--- config.mk ---
export PLATFORM = sky130hd
export DESIGN_NAME = stopwatch_avm_read_unit
export DESIGN_NICKNAME = d
export VERILOG_FILES = /design/src/rtl/stopwatch_sysid_pkg.sv /design/src/rtl/stopwatch_avm_read_unit.sv
export SDC_FILE = /design/constraint.sdc
export NUM_CORES = 1
export LEC_CHECK = 0
export CORE_MARGIN = 5
export CORE_UTILIZATION = 35
export DETAILED_ROUTE_END_ITERATION = 6
export GPL_ROUTABILITY_DRIVEN = 0
export GPL_TIMING_DRIVEN = 0
export PLACE_DENSITY = 0.81
export SYNTH_ARGS = -nofsm -noshare
export SYNTH_HDL_FRONTEND = slang
export SYNTH_SLANG_ARGS = --single-unit
export TNS_END_PERCENT = 10
--- constraint.sdc ---
create_clock -name clk_i -period 1.8 [get_ports clk_i]
set_input_delay 0.45 -clock clk_i [delete_from_list [all_inputs] [get_ports clk_i]]
set_output_delay 0.45 -clock clk_i [all_outputs]
set_load 0.05 [all_outputs]
--- src/rtl/stopwatch_sysid_pkg.sv ---
// stopwatch_sysid_pkg: shared FSM states, word addresses and data width for the sysid checker.
package stopwatch_sysid_pkg;
    localparam int   DATA_W        = 32;
    localparam logic SYSID_ADDR_ID = 1'b0;
    localparam logic SYSID_ADDR_TS = 1'b1;
    typedef enum logic [2:0] {
        ST_IDLE,
        ST_RD_ID,
        ST_LAT_ID,
        ST_RD_TS,
        ST_LAT_TS,
        ST_DONE
    } state_e;
endpackage

--- src/rtl/stopwatch_avm_read_unit.sv ---
// stopwatch_avm_read_unit: single-word Avalon read handshake with stall timeout, read latency and compare.
module stopwatch_avm_read_unit
    import stopwatch_sysid_pkg::*;
#(
    parameter int READ_LATENCY   = 0,
    parameter int TIMEOUT_CYCLES = 255
) (
    input  logic              clk_i,
    input  logic              rst_ni,
    input  logic              req_i,
    input  logic              lat_i,
    input  logic              waitrequest_i,
    input  logic [DATA_W-1:0] readdata_i,
    input  logic [DATA_W-1:0] expected_i,
    output logic              accept_o,
    output logic              capture_o,
    output logic              timeout_o,
    output logic              match_o
);
    localparam logic [15:0] STALL_LAST = 16'(TIMEOUT_CYCLES - 1);
    localparam logic [1:0]  LAT_LOAD   = 2'(READ_LATENCY);
    logic [15:0] stall_q, stall_d;
    logic [1:0]  lat_q, lat_d;
    // stall count restarts whenever the request is absent or accepted, so each read gets a fresh budget
    always_comb begin
        accept_o  = req_i & ~waitrequest_i;
        timeout_o = req_i & waitrequest_i & (stall_q == STALL_LAST);
        capture_o = (READ_LATENCY == 0) ? accept_o : (lat_i & (lat_q == 2'd1));
        match_o   = (readdata_i == expected_i);
        stall_d   = (req_i & waitrequest_i) ? ((stall_q == 16'hFFFF) ? stall_q : stall_q + 16'd1) : 16'd0;
        lat_d     = accept_o ? LAT_LOAD : (lat_i & (lat_q != 2'd0)) ? lat_q - 2'd1 : lat_q;
    end
    always_ff @(posedge clk_i or negedge rst_ni) begin
        if (!rst_ni) begin
            stall_q <= '0;
            lat_q   <= '0;
        end else begin
            stall_q <= stall_d;
            lat_q   <= lat_d;
        end
    end
endmodule

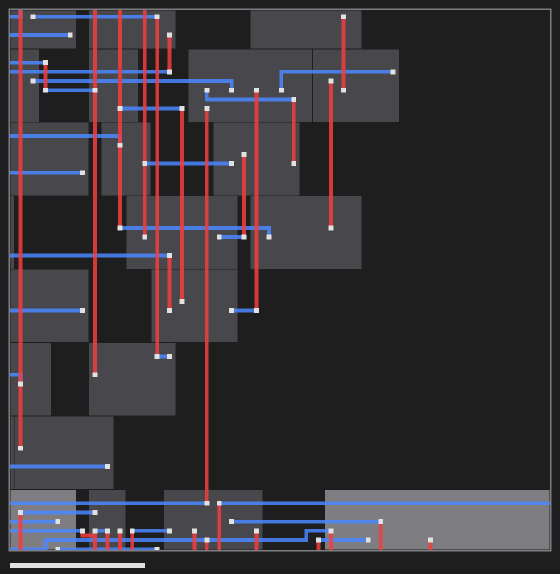
*A small window of the routed layout, run 1*
Bar = 5 µm. Window x 44 to 64, y 44 to 64 µm. Cells in gray, sequential cells in the stronger gray; small squares are vias.
[red] metal 2
[blue] metal 1
netlist names of flops here include: `stall_q` (1)
cells with their middle in the window: 18
sequential cells in the window: 1
most frequent: xor2_1 (4), buf_6 (3), clkdlybuf4s15_1 (3)

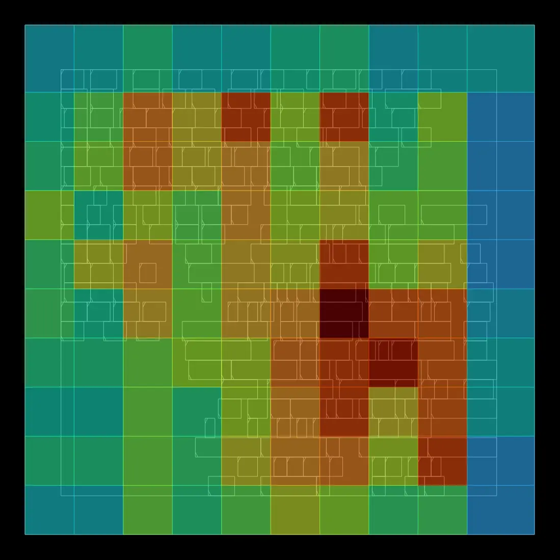
*Track usage over the die, run 1*
GR Util met2: 0.303
average wire per standard cell: 15.5 µm
GRT Util Overall: 0.161
busiest layer in global routing: met2

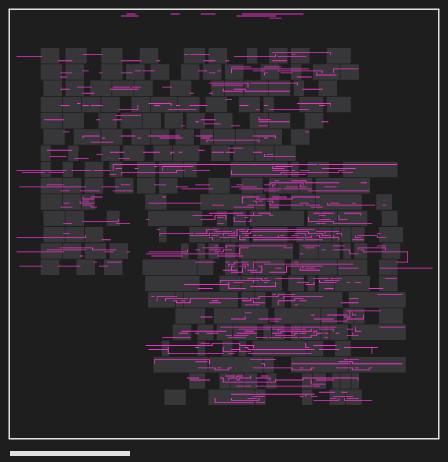
*M1 wires, run 1*
Bar = 20 µm. Cells faint in the background.
longest straight run: 34.0 µm
wire length on this layer: 1480 µm
GR Layer Usage met1: 0.172
Detailed Route WL: 4250 µm
vias: 1437

==> flow_summary.ini, run 1 <==
; generated from flow reports
[logic_synthesis]
library_cell_with_the_highest_instance_count_after_synthesis = sky130_fd_sc_hd__xor2_1
synthXorXnorAreaFrac = 0.225
syn_area_per_cell_um2 = 9.15
share_of_the_synthesized_area_in_the_top_cell_type = 0.302
syn_area_mm2 = 0.00133
commonest_flop = sky130_fd_sc_hd__dfrtp_1
synth_chip_area_mm2 = 0.00133
postSynthRegisterBits = 16
synth_adder_area_share = 0.0189
mux_share = 0.0226
yosys-dominant-comb-family = simple AND/OR/NAND/NOR gates
synthTopCellsByCount = sky130_fd_sc_hd__xor2_1, sky130_fd_sc_hd__dfrtp_1, sky130_fd_sc_hd__nor2_1, sky130_fd_sc_hd__nor4_1, sky130_fd_sc_hd__nor3_1
async_flop_share = 1.00
number_of_distinct_library_cells_after_synthesis = 39
and_or_nand_nor_cells_area_fraction = 0.304
complex_gates_by_area = 0.102
synth_warnings = 0

[floorplan]
fp-row-count = 22
initial_core_util = 0.362
die_w_um = 71.6
die_area_mm2 = 0.00512
core_mm2 = 0.00366

[final_layout]
largest_register_ffs = 16
layout_top_cells = sky130_fd_sc_hd__xor2_1, sky130_fd_sc_hd__clkdlybuf4s15_1, sky130_fd_sc_hd__dlygate4sd2_1
n_antenna_cell = 0
regMostFlops = stall_q
final_area_mm2 = 0.00227
final_layout_size_suffix_gt1_frac = 0.270
multiInputGateArea_mm2 = 0.00102
fill_cells = 312
lay_top_count = sky130_fd_sc_hd__xor2_1
syn2layout_area_growth_pct = 71.1
final_core_util = 0.620
register_area_um2 = 405
nNetsFinal = 298

[critical_path]
crit_path_cell_trace = buf_6 > xor2_1 > nor4_2 > nand4_1 > nor2_2 > buf_6
critical_path.most_common_cell = sky130_fd_sc_hd__buf_6
worst-path-max-fanout = 1
startpoint_type = input port
critical_path.top_delay_family = simple AND/OR/NAND/NOR gates
critPathKind = input port to output port
worstPathRequired_ps = 1350
timing.critical_path.buf_inv = 2

[power]
seqPwrFrac = 0.390
p_int_uw = 693
netSwitchingPower_uw = 238
power_frac_clock = 0.360
powerDensity_mw_per_mm2 = 410
power_switching_share = 0.255

[clock_network]
clk_root_buffer_cell = sky130_fd_sc_hd__clkbuf_8
clock_tree.htree_level_count = 1
cts_tree = done
buffer_levels_on_the_longest_clock_path = 2
cts_buffers = 3
numClockSinks = 16
clock_latency_ps = 260

[final_timing]
final_critical_period_ps = 2000
hold_viol_final = 0
fin_worst_skew_ps = 4.12
setup_violations = 3
slew_headroom = 0.513
layout_setup_ws_ps = -204

[placed_design]
numPortBuffers = 71
dp_slack_ps = -1320
placed_inst_area_mm2 = 0.00211
post-place-cells = 264

[run]
number_of_max_cap_violations = 0

[outcome]
run_status = complete, but fails checks
violations = negative setup slack

[global_routing]
number_of_global_route_vias_before_repair = 1512
grt_start_max_net_pins = 17
grt_pass1_wl_um = 6610

[route]
post-route-drc-count = 0

[hold_path]
hold_wc_path_type = flip-flop to flip-flop
[run 1: timing repair]
action | in CTS | in global routing
gates cloned | 0 | 0
setup endpoints to repair | 9 | 12
resized | 155 | 17
pin swaps | 38 | 14
setup buffers | 5 | 1
[run 1: power groups by stage]
stage / sequential (mW) / clock, mW / combinational (mW)
2_1_floorplan: 0.371 / 0 / 0.0742
3_5_place_dp: 0.371 / 0 / 0.254
4_1_cts: 0.363 / 0.335 / 0.228
6_report: 0.363 / 0.335 / 0.233
5_1_grt: 0.363 / 0.350 / 0.254
3_3_place_gp: 0.371 / 0 / 0.250
[run 1: per-stage QoR]
stage	hold slack, ps	total power, mW
after floorplan	154	0.445
after global placement	542	0.621
after detailed placement	538	0.626
after CTS	547	0.926
after global routing	580	0.968
final	566	0.931
[run 1: layer usage]
metal  wire length (µm)  GRT usage
met1               1480      0.172
met2               2410      0.303
met3                268     0.0337
met4                 97     0.0689
met5                  0          0
[run 1: path summary, 6_finish.rpt]
kind | start | end | slack [ps] | cells past startpoint
setup / recovery | expected_i[14] | match_o | -200 | 6
hold / removal | stall_q[9] | stall_q[9] | 570 | 1
setup reg to reg | stall_q[0] | stall_q[1] | -10 | 7
hold reg to reg | stall_q[9] | stall_q[9] | 570 | 1
max in group asynchronous | rst_ni | stall_q[13] | 670 | 1
min in group asynchronous | rst_ni | stall_q[0] | 620 | 1
[run 1: logic make-up after synthesis]
logic type / count (synthesis)
XOR/XNOR: 34
multiplexers: 3
buffers and inverters: 7
AND/OR/NAND/NOR: 61
flip-flops: 16
adder cells (fa/ha/maj): 2
AND-OR/OR-AND: 22
[run 1: final cells by class]
cell class	count	area share
inverters	3	0.00496
flip-flops and latches	16	0.179
well taps	48	0.0265
plain buffers	4	0.0105
repair buffers	77	0.305
multi-input cells	122	0.450
clock buffers	4	0.0243
### Metal layers overlaid, run 1

Bar = 20 µm. Two of the layers only.
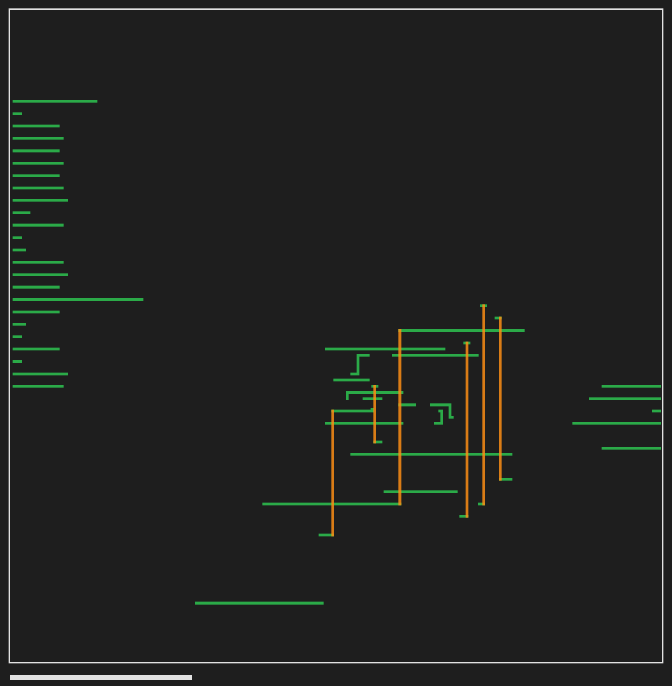

==> inputs of run 2 (changes only) <==
==> constraint.sdc (replaced) <==
create_clock -name clk_i -period 1.78 [get_ports clk_i]
set_input_delay 0.445 -clock clk_i [delete_from_list [all_inputs] [get_ports clk_i]]
set_output_delay 0.445 -clock clk_i [all_outputs]
set_load 0.05 [all_outputs]
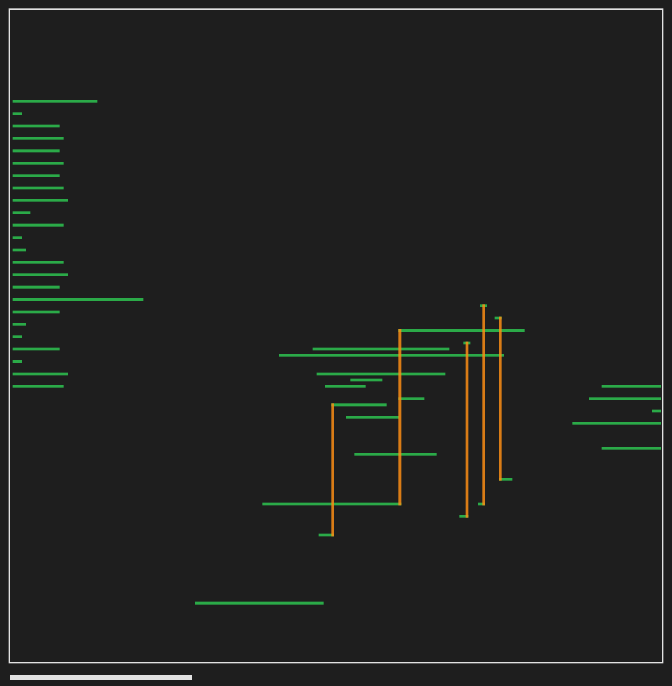
*Metal layers overlaid, run 2*
Bar = 20 µm. Two of the layers only.
[orange] metal 4 | wire length: 91.8 µm
[green] metal 3 | wire length: 267 µm
vias: 1416
GRT Util Overall: 0.162
Detailed Route WL: 4250 µm

==> run 2 against run 1 <==
  * The run still ends with negative setup slack left
  * Area after synthesis unchanged
  * Routed wire length shrank 0.14%
  * Count of clock-buffer cells in the layout unchanged
  * Critical path depth unchanged
  * Total power grew 0.91%
  * Worst hold slack got worse by 9.4 ps
  * Final cell count unchanged
  * Sequential share of layout area grew 0.059 points
  * Flip-flop count is the same
  * Sequential power rose by 1%
  * Register-to-register slack hardly changed
  * Highest routed layer unchanged
==> flow_summary.ini, run 2 <==
; generated from flow reports
[outcome]
run_status = complete, but fails checks
violations = negative setup slack

[final_layout]
nNetsFinal = 298
n_antenna_cell = 0
layout_top_cells = sky130_fd_sc_hd__xor2_1, sky130_fd_sc_hd__dlygate4sd2_1, sky130_fd_sc_hd__clkdlybuf4s15_1
regMostFlops = stall_q
final_layout_size_suffix_gt1_frac = 0.274
syn2layout_area_growth_pct = 70.6
lay_top_count = sky130_fd_sc_hd__xor2_1
final_core_util = 0.618
largest_register_ffs = 16

[logic_synthesis]
share_of_the_synthesized_area_in_the_top_cell_type = 0.302
synth_warnings = 0
mux_share = 0.0226
syn_area_mm2 = 0.00133
synth_adder_area_share = 0.0189
yosys-dominant-comb-family = simple AND/OR/NAND/NOR gates
library_cell_with_the_highest_instance_count_after_synthesis = sky130_fd_sc_hd__xor2_1
commonest_flop = sky130_fd_sc_hd__dfrtp_1
syn_area_per_cell_um2 = 9.15
postSynthRegisterBits = 16
synthXorXnorAreaFrac = 0.225
and_or_nand_nor_cells_area_fraction = 0.304
synthTopCellsByCount = sky130_fd_sc_hd__xor2_1, sky130_fd_sc_hd__dfrtp_1, sky130_fd_sc_hd__nor2_1, sky130_fd_sc_hd__nor4_1, sky130_fd_sc_hd__nor3_1

[critical_path]
terminus_of_the_critical_flop_to_flop_path = stall_q[1]
worst-path-max-fanout = 1
worst-r2r-setup-slack_ps = -20
timing.critical_path.buf_inv = 2
crit_path_cell_trace = dlygate4sd2_1 > xor2_1 > nor4_1 > nand4_1 > nor2_2 > buf_6
critical_path.top_delay_family = simple AND/OR/NAND/NOR gates

[floorplan]
initial_core_util = 0.362
die_area_mm2 = 0.00512
die_w_um = 71.6
core_mm2 = 0.00366
fp-row-count = 22

[global_routing]
grt_start_max_net_pins = 17
grt_pass1_wl_um = 6640

[placed_design]
numPortBuffers = 71

[clock_network]
numClockSinks = 16
clk_root_buffer_cell = sky130_fd_sc_hd__clkbuf_8
clock_tree.htree_level_count = 1
cts_buffers = 3

[final_timing]
final_critical_period_ps = 1990
layout_setup_ws_ps = -212
setup_violations = 3
slew_headroom = 0.516

[power]
power.total_uw = 940

[hold_path]
min_to = stall_q[9]

[run]
number_of_max_cap_violations = 0

[route]
average_wire_per_standard_cell_um = 15.5
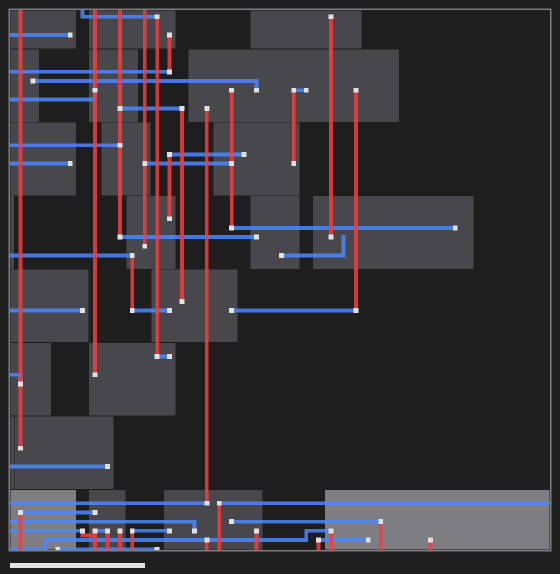
*A small window of the routed layout, run 2*
Bar = 5 µm. Window x 44 to 64, y 44 to 64 µm. Cells in gray, sequential cells in the stronger gray; small squares are vias.
[red] metal 2
[blue] metal 1
cells with their middle in the window: 18
most frequent: xor2_1 (3), clkdlybuf4s15_1 (3)
sequential cells in the window: 1
netlist names of flops here include: `stall_q` (1)

[run 2: cell type report]
cell class	instances	area [µm²]	area share
multi-input combinational	122	1040	0.459
timing repair buffer	77	668	0.295
sequential	16	405	0.179
tap	48	60.1	0.0265
clock buffer	4	55.1	0.0243
buffer	4	23.8	0.0105
inverter	3	11.3	0.00498
[run 2: layer usage]
metal | vias to the layer above | track usage | share of wire
li1 | 699 | - | -
met1 | 650 | 0.173 | 0.35
met2 | 56 | 0.304 | 0.57
met3 | 11 | 0.0337 | 0.063
met4 | 0 | 0.0689 | 0.021
met5 | - | 0 | 0
[run 2: where the power goes]
group          internal [mW]  switching (mW)  leakage, nW  total (mW)
clock network          0.197           0.138       0.0288       0.335
registers              0.366         0.00164        0.216       0.367
logic                  0.135           0.102        0.706       0.237
total                  0.698           0.242        0.951       0.940
[run 2: metrics by stage]
| stage | hold WS, ps | worst slack, ps | instance area [µm²] | cells |
|---|---|---|---|---|
| 6_report | 556 | -212 | 2260 | 274 |
| 4_1_cts | 547 | -224 | 2230 | 273 |
| 5_1_grt | 580 | -270 | 2260 | 274 |
| 3_5_place_dp | 538 | -1330 | 2110 | 264 |
| 3_3_place_gp | 542 | -1310 | 2110 | 264 |
| 2_1_floorplan | 149 | -88.5 | 1340 | 145 |
[run 2: worst max path at each step]
stage,cells past startpoint,slack [ps],startpoint,end
6_report,6,-210,expected_i[17],match_o
3_3_place_gp,6,-1310,expected_i[14],match_o
2_1_floorplan,4,-90,expected_i[9],match_o
3_5_place_dp,6,-1330,expected_i[14],match_o
5_1_grt,6,-270,stall_q[0],timeout_o
4_1_cts,6,-220,stall_q[0],timeout_o
[run 2: timing repair]
action,CTS,global route
gates resized,148,19
hold buffers,0,0
buffers inserted,5,1
endpoints found under the setup margin,10,14
pin swaps,37,15
### Track usage over the die, run 2

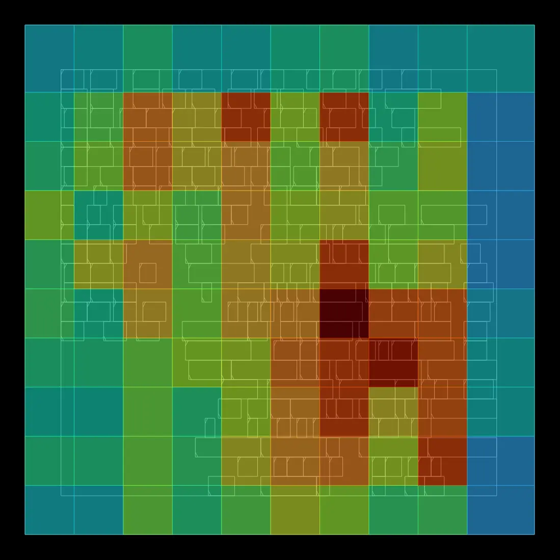

==> inputs of run 3 (changes only) <==
--- a/config.mk
+++ b/config.mk
@@ -5,6 +5,7 @@
 export SDC_FILE = /design/constraint.sdc
 export NUM_CORES = 1
 export LEC_CHECK = 0
+export CORE_ASPECT_RATIO = 1.5
 export CORE_MARGIN = 5
 export CORE_UTILIZATION = 35
 export DETAILED_ROUTE_END_ITERATION = 6
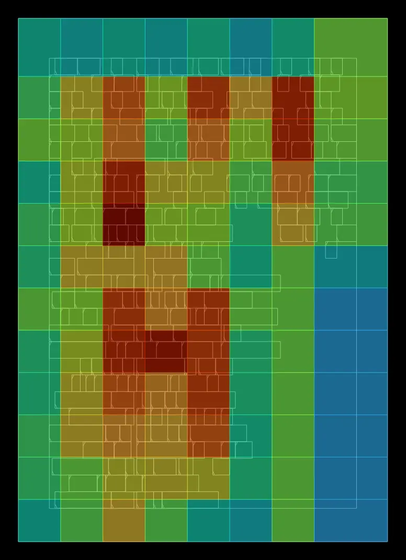
*Track usage over the die, run 3*
met3 Track Usage GR: 0.0274
Final Util: 0.574
GRT Util Overall: 0.180
GR Layer Usage met1: 0.179

==> run 3 against run 2 <==
  * The run still ends with negative setup slack left
  * Synthesized cell count unchanged
  * Cell area down 6.6%
  * Final cell count fell by 0.73%
  * Sequential share of layout area grew 1.3 points
  * Die size up 0.50%
  * Flip-flop count did not move
  * Fmax is 0.51% higher
  * Setup slack improved by 10 ps
==> flow_summary.ini, run 3 <==
; generated from flow reports
[outcome]
run_status = complete, but fails checks
violations = negative setup slack

[final_timing]
setup_violations = 3
final_max_slew_viol_count = 0
hold_viol_final = 0
worstMarginPinSlew_ps = 749
fin_worst_skew_ps = 6.26
final_critical_period_ps = 1980
layout_setup_ws_ps = -202
rsz0062_at_grt = yes
timing.fmax_ghz = 0.504
slew_headroom = 0.499

[critical_path]
startpoint_type = input port
crit_path_cell_trace = clkdlybuf4s15_1 > xor2_1 > nor4_1 > nand4_1 > nor2_2 > buf_6
worstPathRequired_ps = 1330
critical_path.top_delay_family = simple AND/OR/NAND/NOR gates
critPathKind = input port to output port
worst-path-max-fanout = 1
end_kind = output port
timing.critical_path.buf_inv = 2

[logic_synthesis]
synth.net_count = 216
edf_count = 0
async_flop_share = 1.00
postSynthCellCount = 145
postSynthRegisterBits = 16
library_cell_with_the_highest_instance_count_after_synthesis = sky130_fd_sc_hd__xor2_1
synth-cells-yosys = 145
top_cells_by_area = sky130_fd_sc_hd__dfrtp_1, sky130_fd_sc_hd__xor2_1, sky130_fd_sc_hd__nor4_1, sky130_fd_sc_hd__nor3_1, sky130_fd_sc_hd__nand4_4
syn_area_per_cell_um2 = 9.15
synth_warnings = 0
synthTopCellsByCount = sky130_fd_sc_hd__xor2_1, sky130_fd_sc_hd__dfrtp_1, sky130_fd_sc_hd__nor2_1, sky130_fd_sc_hd__nor4_1, sky130_fd_sc_hd__nor3_1
commonest_flop = sky130_fd_sc_hd__dfrtp_1
share_of_the_synthesized_area_in_the_top_cell_type = 0.302
syn_area_mm2 = 0.00133
number_of_distinct_library_cells_after_synthesis = 39
synth_top_cell_by_area = sky130_fd_sc_hd__dfrtp_1
yosys.stat.seqShare = 0.302
synth_chip_area_mm2 = 0.00133

[global_routing]
grt_antenna_before_repair = 0
grt_start_max_net_pins = 17
overflow = 0
grt_pass1_wl_um = 6990
number_of_global_route_vias_before_repair = 1490

[placed_design]
numPortBuffers = 71
post-place-cells = 259

[clock_network]
numClockSinks = 16
cts_buffers = 3
buffer_levels_on_the_longest_clock_path = 2
cts_tree = done
clock_latency_ps = 260
cts_resized = 195
cts_hold_buf = 0
clock_tree.htree_level_count = 1
clk_root_buffer_cell = sky130_fd_sc_hd__clkbuf_8
cts_setup_buffers = 7

[final_layout]
n_antenna_cell = 0
finish.cell_count_without_fillers = 272
regMostFlops = stall_q
layout_top_registers = stall_q: 16 flops
lay_top_count = sky130_fd_sc_hd__xor2_1
syn2layout_area_growth_pct = 59.3
final_layout_size_suffix_gt1_frac = 0.402
largest_register_ffs = 16
layout_top_cells = sky130_fd_sc_hd__xor2_1, sky130_fd_sc_hd__buf_2, sky130_fd_sc_hd__clkdlybuf4s15_1
nNetsFinal = 301

[route]
post-route-drc-count = 0
detailedRoute.firstPassIterationCount = 4
drt-vias-per-instance = 5.17
final_antenna_net_count = 0
drt_first_iter_violations = 25

[power]
powerDensity_mw_per_mm2 = 435
power.total_uw = 920
vdd_drop_max_mv = 0.473

[floorplan]
die_w_um = 60.3
die_height_um = 85.4
die_area_mm2 = 0.00515
core_mm2 = 0.00368
initial_core_util = 0.360
fp-row-count = 27

[run]
number_of_max_cap_violations = 0

[hold_path]
hold_wc_path_type = flip-flop to flip-flop
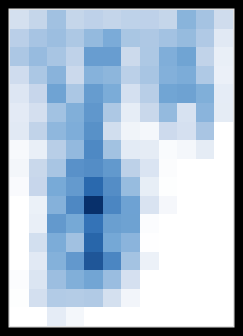
*Wiring heat map, run 3*
The die is cut into 12 by 17 equal tiles; white is low, dark blue is high, scaled to the fullest tile. Values are wire area over tile area, all layers added.
fullest tile: 0.55
nearly empty tiles: 26%
tiles over half the peak: 15%
emptiest ninth of the die: south-east
vias: 1405
Detailed Route WL: 4610 µm
average wire per standard cell: 16.9 µm

[run 3: metrics by stage]
| stage | worst slack [ps] | hold WS (ps) | cell area [µm²] |
|---|---|---|---|
| 6_report | -202 | 581 | 2110 |
| 5_1_grt | -240 | 594 | 2110 |
| 4_1_cts | -208 | 556 | 2130 |
| 3_5_place_dp | -1170 | 547 | 2110 |
| 3_3_place_gp | -1140 | 537 | 2110 |
| 2_1_floorplan | -88.5 | 149 | 1340 |
[run 3: routing by layer]
metal  track usage  routed length (µm)  vias up
met5             0                   0        -
met2         0.339                2780       39
met1         0.179                1520      647
met3        0.0274                 130       16
met4        0.0927                 187        0
li1              -                   -      703
[run 3: cell type report]
class / instances / area (µm²)
repair buffers: 80 / 569
flip-flops and latches: 16 / 405
well taps: 43 / 53.8
fillers: 327 / 1570
clock buffers: 4 / 55.1
plain buffers: 4 / 26.3
inverters: 3 / 11.3
multi-input cells: 122 / 992
[run 3: worst paths after layout]
path	start	cells after the start	slack, ps	endpoint
worst max register to register	stall_q[1]	6	-10	stall_q[13]
worst min-delay path	stall_q[9]	1	580	stall_q[9]
min in group asynchronous	rst_ni	1	630	stall_q[4]
max in group asynchronous	rst_ni	1	630	stall_q[13]
worst min register to register	stall_q[9]	1	580	stall_q[9]
worst max-delay path	expected_i[10]	6	-200	match_o
[run 3: kinds of logic (layout without fill, tap and decap cells)]
kind of cell / count (synthesis) / after routing / synth area share
buf+inv: 7 / 91 / 0.0264
simple gates: 61 / 61 / 0.304
flops: 16 / 16 / 0.302
mux: 3 / 3 / 0.0226
xor+xnor: 34 / 34 / 0.225
fa+ha+maj: 2 / 2 / 0.0189
compound gates: 22 / 22 / 0.102
[run 3: power breakdown]
part           switching, mW  leakage (nW)  internal, mW
sequential           0.00194         0.216         0.366
combinational         0.0985         0.684         0.124
clock                  0.133        0.0288         0.197
Power and IR drop assume default switching activity.
